--- src/rtl/alu_result_monitor.sv ---
// alu_result_monitor
// Captures ALU result beats (y, zero, opcode) through a 2-entry valid/ready
// FIFO and forwards them to the consumer. Every accepted beat is also folded
// into a MISR signature and counted, and a sticky flag records any beat
// whose zero flag disagrees with its result value.
module alu_result_monitor #(
    parameter int                 WIDTH = 8,
    parameter int                 CNT_W = 16,
    parameter logic [WIDTH-1:0]   POLY  = 8'h1D,
    parameter logic [WIDTH-1:0]   SEED  = 8'hFF
) (
    input  logic                  clk,
    input  logic                  rst,
    // upstream (ALU) side
    input  logic                  in_valid,
    output logic                  in_ready,
    input  logic [WIDTH-1:0]      in_y,
    input  logic                  in_zero,
    input  logic [1:0]            in_opcode,
    // downstream (consumer) side
    output logic                  out_valid,
    input  logic                  out_ready,
    output logic [WIDTH-1:0]      out_y,
    output logic                  out_zero,
    output logic [1:0]            out_opcode,
    // observation side
    input  logic                  clear,
    output logic [WIDTH-1:0]      signature,
    output logic [CNT_W-1:0]      result_count,
    output logic [CNT_W-1:0]      zero_count,
    output logic                  zero_mismatch
);

    typedef struct packed {
        logic [WIDTH-1:0] y;
        logic             zero;
        logic [1:0]       opcode;
    } beat_t;

    localparam logic [CNT_W-1:0] CNT_MAX = {CNT_W{1'b1}};

    // Buffer state: r_head drives the outputs directly, r_tail holds the
    // second entry when the buffer is full.
    beat_t            r_head;
    beat_t            r_tail;
    logic [1:0]       r_count;

    // Observation state
    logic [WIDTH-1:0] r_sig;
    logic [CNT_W-1:0] r_result_count;
    logic [CNT_W-1:0] r_zero_count;
    logic             r_zero_mismatch;

    // Handshake and next-state wires
    beat_t            w_in_beat;
    logic             w_accept;
    logic             w_pop;
    logic [WIDTH-1:0] w_sig_base;
    logic [WIDTH-1:0] w_sig_next;
    logic [CNT_W-1:0] w_result_base;
    logic [CNT_W-1:0] w_zero_base;
    logic [CNT_W-1:0] w_result_next;
    logic [CNT_W-1:0] w_zero_next;
    logic             w_mismatch_base;
    logic             w_mismatch_next;
    logic             w_y_is_zero;

    assign w_in_beat = '{y: in_y, zero: in_zero, opcode: in_opcode};

    // in_ready comes only from registered occupancy, so a full buffer
    // refuses a beat even in a cycle where the head is being popped.
    assign in_ready  = (r_count < 2'd2);
    assign out_valid = (r_count != 2'd0);
    assign w_accept  = in_valid && in_ready;
    assign w_pop     = out_valid && out_ready;

    assign out_y      = r_head.y;
    assign out_zero   = r_head.zero;
    assign out_opcode = r_head.opcode;

    // 2-entry FIFO: push into the first free slot, pop shifts tail to head.
    always_ff @(posedge clk) begin
        // NOTE: sequential state uses non-blocking assignments so every
        // register samples pre-edge values regardless of statement order.
        if (rst) begin
            // NOTE: the buffer entries are reset (not just the occupancy)
            // because out_y/out_zero/out_opcode must read zero after reset.
            r_count <= 2'd0;
            r_head  <= '0;
            r_tail  <= '0;
        end else begin
            case ({w_accept, w_pop})
                2'b10: begin
                    if (r_count == 2'd0) begin
                        r_head <= w_in_beat;
                    end else begin
                        r_tail <= w_in_beat;
                    end
                    r_count <= r_count + 2'd1;
                end
                2'b01: begin
                    r_head  <= r_tail;
                    r_count <= r_count - 2'd1;
                end
                2'b11: begin
                    // Only reachable with one entry (in_ready is low when
                    // full), so the new beat becomes the head directly.
                    r_head <= w_in_beat;
                end
                default: begin
                end
            endcase
        end
    end

    // Next-state for signature, counters and mismatch flag. clear selects
    // the post-clear values as the base so a beat accepted in the same
    // cycle is folded on top of the cleared state.
    always_comb begin
        // NOTE: every output of this block gets a default first so no path
        // leaves a variable unassigned, which would infer a latch.
        w_sig_base      = r_sig;
        w_result_base   = r_result_count;
        w_zero_base     = r_zero_count;
        w_mismatch_base = r_zero_mismatch;
        w_y_is_zero     = (in_y == {WIDTH{1'b0}});

        if (clear) begin
            w_sig_base      = SEED;
            w_result_base   = '0;
            w_zero_base     = '0;
            w_mismatch_base = 1'b0;
        end

        w_sig_next      = w_sig_base;
        w_result_next   = w_result_base;
        w_zero_next     = w_zero_base;
        w_mismatch_next = w_mismatch_base;

        if (w_accept) begin
            w_sig_next = {w_sig_base[WIDTH-2:0], 1'b0}
                       ^ (w_sig_base[WIDTH-1] ? POLY : {WIDTH{1'b0}})
                       ^ in_y;
            if (w_result_base != CNT_MAX) begin
                w_result_next = w_result_base + 1'b1;
            end
            if (in_zero && (w_zero_base != CNT_MAX)) begin
                w_zero_next = w_zero_base + 1'b1;
            end
            if (in_zero != w_y_is_zero) begin
                w_mismatch_next = 1'b1;
            end
        end
    end

    // Register signature, counters and sticky mismatch flag.
    always_ff @(posedge clk) begin
        if (rst) begin
            r_sig           <= SEED;
            r_result_count  <= '0;
            r_zero_count    <= '0;
            r_zero_mismatch <= 1'b0;
        end else begin
            r_sig           <= w_sig_next;
            r_result_count  <= w_result_next;
            r_zero_count    <= w_zero_next;
            r_zero_mismatch <= w_mismatch_next;
        end
    end

    assign signature     = r_sig;
    assign result_count  = r_result_count;
    assign zero_count    = r_zero_count;
    assign zero_mismatch = r_zero_mismatch;

endmodule

--- config.mk ---
export PLATFORM = sky130hd
export DESIGN_NAME = alu_result_monitor
export DESIGN_NICKNAME = d
export VERILOG_FILES = /design/src/rtl/alu_result_monitor.sv
export SDC_FILE = /design/constraint.sdc
export NUM_CORES = 1
export LEC_CHECK = 0
export CAP_MARGIN = 20
export CORE_MARGIN = 4
export CORE_UTILIZATION = 45
export CTS_CLUSTER_DIAMETER = 150
export DETAILED_ROUTE_END_ITERATION = 10
export PLACE_DENSITY_LB_ADDON = 0.25
export SLEW_MARGIN = 40
export SYNTH_ARGS = -nofsm -noshare
export SYNTH_HDL_FRONTEND = slang
export SYNTH_SLANG_ARGS = --single-unit
export TNS_END_PERCENT = 1
--- constraint.sdc ---
create_clock -name clk -period 5.3 [get_ports clk]
set_input_delay 0.53 -clock clk [delete_from_list [all_inputs] [get_ports clk]]
set_output_delay 0.53 -clock clk [all_outputs]
set_load 0.05 [all_outputs]
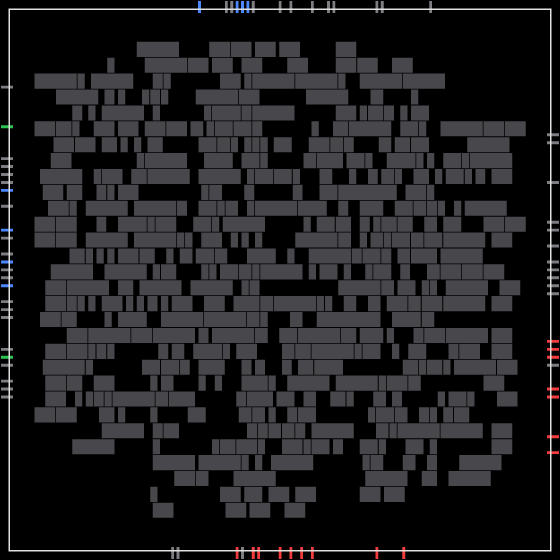
run_1/io_placement.png
Pins as bars across the die edge, other pins in gray.
red -> result_count  # pins 16, direction output, edge 9 south, 7 east
blue -> in_y  # pins 8, direction input, edge 4 west, 4 north
green -> in_opcode  # pins 2, direction input, edge west
all pins by edge = 24 west, 19 east, 15 north, 12 south

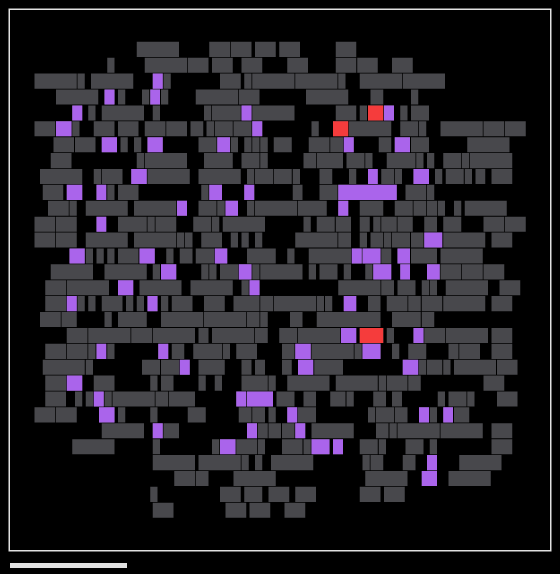
run_1/logic_types.png
Scale bar: 20 um.
red -> non-inverting ao/oa cells  # cells 3
purple -> aoi and oai cells  # cells 67

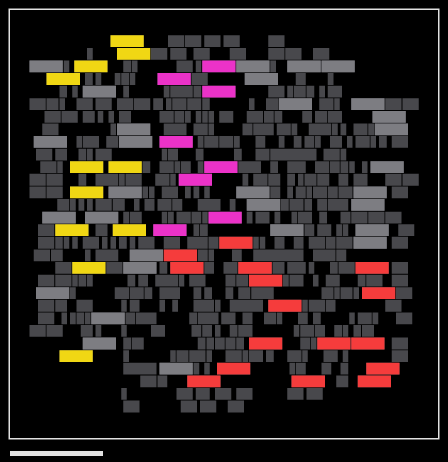
run_1/flops_by_reg.png
Scale bar: 20 um. Other sequential cells in the stronger gray, the rest of the logic in the fainter gray.
red -> result_count  # sequential cells 16
yellow -> r_tail  # sequential cells 11
magenta -> signature  # sequential cells 8
not colored = 30

==> GITHUB_STEP_SUMMARY, run 1 <==
## PnR job results

| Metric | Value |
|---|---|
| Net Sw Frac | 38.3% |
| Final ANT Viol Nets | 0 |
| CTS tree | yes |
| Core Rows | 30 |
| Clock-net power | 410 uW |
| CP Launch Type | primary input |
| Vias per inst | between 5 and 6 |
| Slew headroom | 52.4% |
| Met1 Routed Length | 3540 um |
| Core area | 6870 um^2 |
| Top class by area | multi-input combinational cells |
| Status | complete, no violations |
| Post-synth EDFFs | 0 |
| Comb area | ~1800 um^2 |
| Tapcells | 96 |
| Met3 Wirelength | 585 um |
| Chip area | 8540 um^2 |
| Compound Share, Synth | between 10% and 20% |
| Number of hold violations in the final report | 0 |
| Crit path cell chain | clkdlybuf4s50_1, nor2b_1, ha_1, nand2_1, nor3_1, a21oi_1, and3_1, o21a_1 |
| Non-Filler Instances | 547 |
| Mapped Cells | around 380 |
| Final Cell Area | about 4200 um^2 |
| Placed cell count | about 530 |
| Setup violations, final | 0 |
| Hold path cells | 2 |
| P_leak | 1.50 nW |
| Mux share | 4.37% |
| Drt first pass iters | 4 |
| Syn_area_per_cell | 8.39 um^2 |
| GR Overflow Total | 0 |
| Signal buf overhead | 17.2% |
| Routability cong. | roughly 0.9 |
| Number of clock buffers in the layout | 13 |
| CP Max Fanout | 15 |
| Synth Area in Adders | 1.56% |
| Unrepaired setup endpoints after global routing | no |
| Area share, top type | 40.6% |
run_1/wires.png
Only two layers are drawn.
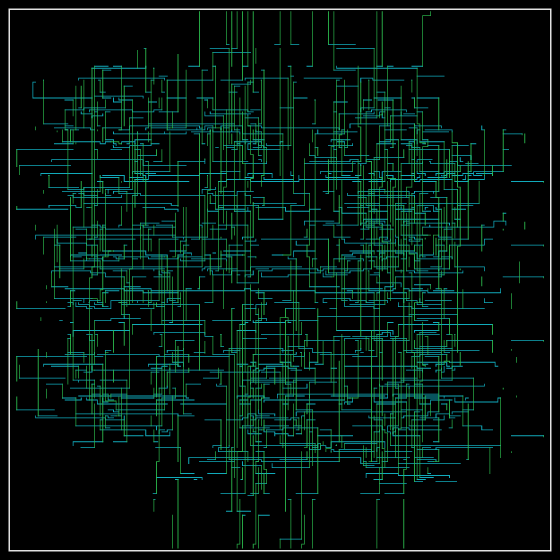

==> run 1 -> run 2 <==
==> constraint.sdc (replaced) <==
create_clock -name clk -period 2.4 [get_ports clk]
set_input_delay 0.24 -clock clk [delete_from_list [all_inputs] [get_ports clk]]
set_output_delay 0.24 -clock clk [all_outputs]
set_load 0.05 [all_outputs]
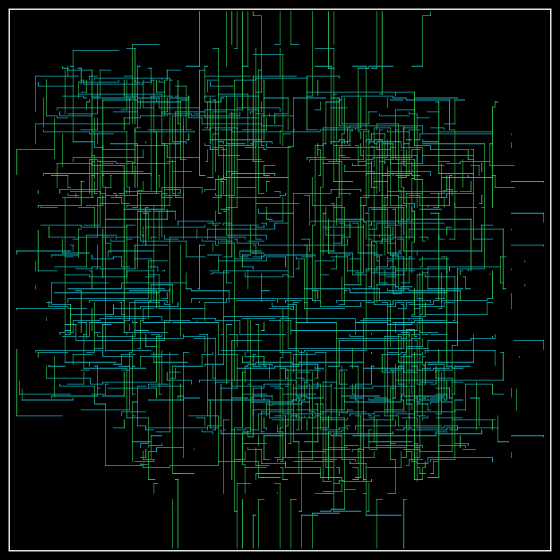
run_2/wires.png
Only two layers are drawn.
cyan -> metal 1  # wire length 3800 um
green -> metal 2  # wire length 3810 um

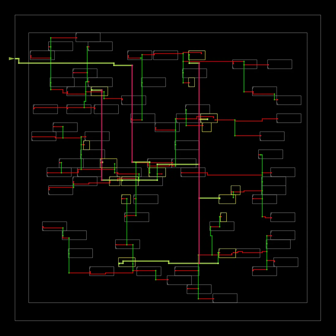
run_2/clocks.png
sequential cell count: 65
CTS Sinks: 65
clock latency on the worst-skew pair: 0.35 ns

==> run 2 against run 1 <==
  * Clock power grew 100%
  * Highest routed layer unchanged
  * Core utilization grew 1.7 points
  * Via count grew 1.5%
  * Combinational power grew 130%
  * Cell area grew 2.8%
  * Synthesized cell count is the same
  * First-iteration DRC count shrank 40%
==> GITHUB_STEP_SUMMARY, run 2 <==
## PnR job results

| Metric | Value |
|---|---|
| Comb area | 1800 um^2 (unchanged) |
| Core Rows | 30 (unchanged) |
| Tapcells | 96 (unchanged) |
| Slew headroom | 61.6% (+9.2 points) |
| Number of global-route vias before repair | about 3100 |
| Syn_area_per_cell | 8.39 um^2 (unchanged) |
| Hold path cells | 3 (+1) |
| Min cycle time layout | approximately 2.2 ns |
| Mux share | 4.37% (unchanged) |
| Mapped Cells | 382 (unchanged) |
| Number of clock buffers in the layout | 9 (-4) |
| Routability cong. | 0.840 (-7.9%) |
| Top cell by count, worst path | buf_4 |
| Non-Filler Instances | 565 (+3.3%) |
| Net Sw Frac | 40.6% (+2.3 points) |
| CP Max Fanout | 16 (+1) |
| Synth Area in Adders | 1.56% (unchanged) |
| Final Cell Area | 4270 um^2 (+2.8%) |
| Chip area | 8540 um^2 (unchanged) |
| Placed cell count | 549 (+3.4%) |
| GR Overflow Total | 0 (unchanged) |
| H-tree depth | 3 |
| Compound Share, Synth | 14.6% (unchanged) |
| I/O Pins | 70 |
| Met3 Wirelength | 454 um (-22%) |
| CTS tree | yes |
| Met1 Routed Length | 3800 um (+7.6%) |
| Top logic family | simple AND/OR/NAND/NOR gates |
| Vias per inst | 5.29 (-1.7%) |
| Signal buf overhead | 19.9% (+2.7 points) |
| Clock Tree Buf Depth | 2 |
| Crit-path slowest cell | clkdlybuf4s50_1 |
| P_leak | 1.57 nW (+4.7%) |
| Area share, top type | 40.6% (unchanged) |
| Drt first pass iters | 4 (unchanged) |
| Crit path cell chain | clkdlybuf4s50_1, buf_4, nor2b_1, ha_1, and3_1, nand3_1, o211ai_2, buf_4, xor2_1, nor2_1 |
| Top class by area | multi-input combinational cells |
| Number of hold violations in the final report | 0 (unchanged) |
| Core area | 6870 um^2 (unchanged) |
| Post-synth EDFFs | 0 (unchanged) |
| Clock transition at path regs | approximately 0.080 ns |
| Final ANT Viol Nets | 0 (unchanged) |
| Status | complete, no violations |
| CP Launch Type | primary input |
| Setup violations, final | 0 (unchanged) |
| Unrepaired setup endpoints after global routing | no |
| Drc violations | 0 |
| Most common reg cell | dfxtp_1 |
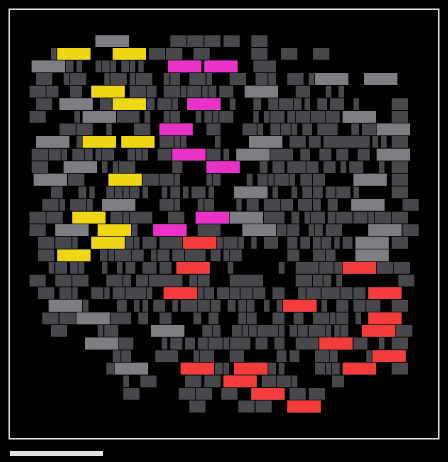
run_2/flops_by_reg.png
Scale bar: 20 um. Other sequential cells in the stronger gray, the rest of the logic in the fainter gray.
yellow -> r_tail  # sequential cells 11
red -> result_count  # sequential cells 16
magenta -> signature  # sequential cells 8

run_2/logic_types.png
Scale bar: 20 um.
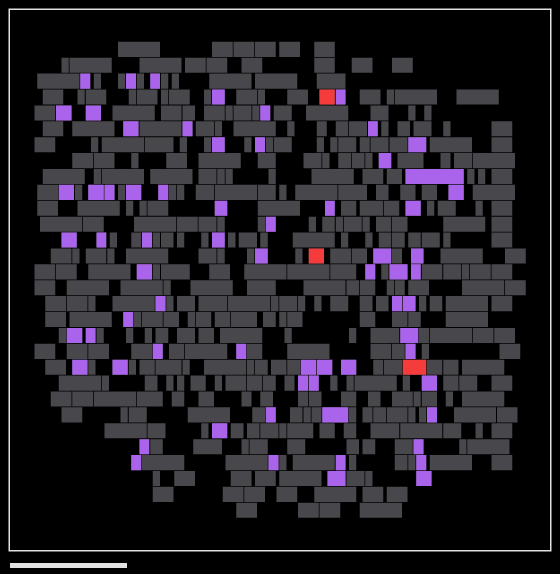

==> run 2 -> run 3 <==
--- a/config.mk
+++ b/config.mk
@@ -7,10 +7,11 @@
 export LEC_CHECK = 0
 export CAP_MARGIN = 20
 export CORE_MARGIN = 4
-export CORE_UTILIZATION = 45
+export CORE_UTILIZATION = 46
 export CTS_CLUSTER_DIAMETER = 150
 export DETAILED_ROUTE_END_ITERATION = 10
 export PLACE_DENSITY_LB_ADDON = 0.25
+export SETUP_SLACK_MARGIN = 0.2
 export SLEW_MARGIN = 40
 export SYNTH_ARGS = -nofsm -noshare
 export SYNTH_HDL_FRONTEND = slang
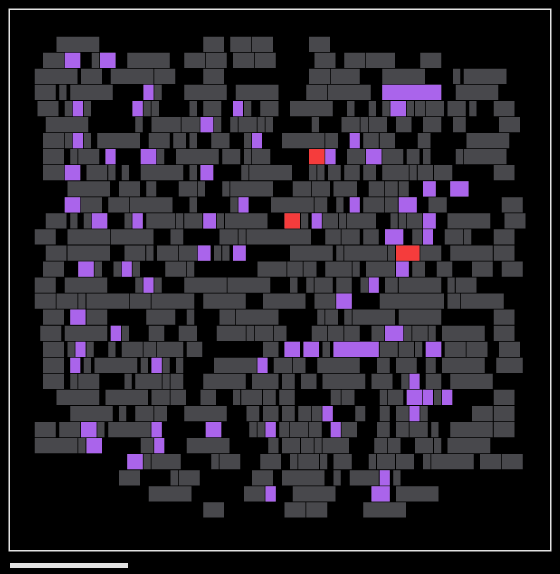
run_3/logic_types.png
Scale bar: 20 um.
purple -> aoi and oai cells  # cells 67
red -> non-inverting ao/oa cells  # cells 3

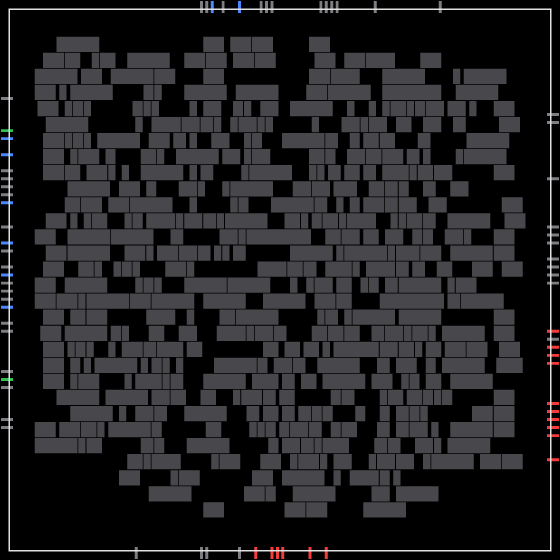
run_3/io_placement.png
Pins as bars across the die edge, other pins in gray.
blue -> in_y  # pins 8, direction input, edge 6 west, 2 north
red -> result_count  # pins 16, direction output, edge 10 east, 6 south
green -> in_opcode  # pins 2, direction input, edge west

==> run 3 against run 2 <==
  * Non-clock buffer count increased by 4
  * Register-to-register slack improved by 0.02 ns
  * Routed wire length decreased by 1.5%
  * Critical path type is now reg -> reg
  * Clock power increased by 27%
  * Sequential power about the same
  * Highest routed layer unchanged
  * Worst setup slack improved by 0.059 ns
  * Flip-flop count unchanged
  * Clock skew decreased by 0.0020 ns
  * Final cell count increased by 0.71%
  * Area after synthesis unchanged
  * Critical endpoint is now zero_count[10]
  * First-iteration DRC count increased by 28%
==> GITHUB_STEP_SUMMARY, run 3 <==
## PnR job results

| Metric | Value |
|---|---|
| Vias per inst | 5.30 (+0.26%) |
| Final ANT Viol Nets | 0 (unchanged) |
| GR Overflow Total | 0 (unchanged) |
| Mux share | 4.37% (unchanged) |
| Clock Tree Buf Depth | 2 (unchanged) |
| Top logic family | simple AND/OR/NAND/NOR gates |
| P_leak | 1.65 nW (+5.2%) |
| Crit-path slowest cell | or4_1 |
| Crit path cell chain | nor2b_1, ha_1, nand2_1, or4_1, nor4_2, xor2_1, nor2_1 |
| Most common reg cell | dfxtp_1 |
| Number of clock buffers in the layout | 11 (+2) |
| Mapped Cells | 382 (unchanged) |
| Clock transition at path regs | 0.07 ns (about the same) |
| Slew headroom | 64.8% (+3.2 points) |
| Hold path cells | 4 (+1) |
| Core Rows | 30 (unchanged) |
| Compound Share, Synth | 14.6% (unchanged) |
| Tapcells | 96 (unchanged) |
| Met1 Routed Length | 3650 um (-3.9%) |
| CP Launch Type | flip-flop |
| Unrepaired setup endpoints after global routing | yes |
| Chip area | 8370 um^2 (-2.0%) |
| Syn_area_per_cell | 8.39 um^2 (unchanged) |
| Number of hold violations in the final report | 0 (unchanged) |
| Signal buf overhead | 20.3% (+0.47 points) |
| Comb area | 1820 um^2 (+1.0%) |
| Status | complete, no violations |
| Area share, top type | 40.6% (unchanged) |
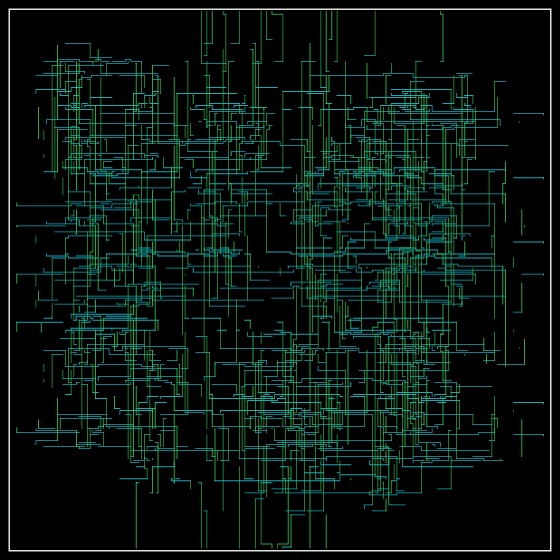
run_3/wires.png
Only two layers are drawn.
green -> metal 2  # wire length 3830 um
cyan -> metal 1  # wire length 3650 um

Power figures rest on the tool's default switching activity, not on a simulated workload.
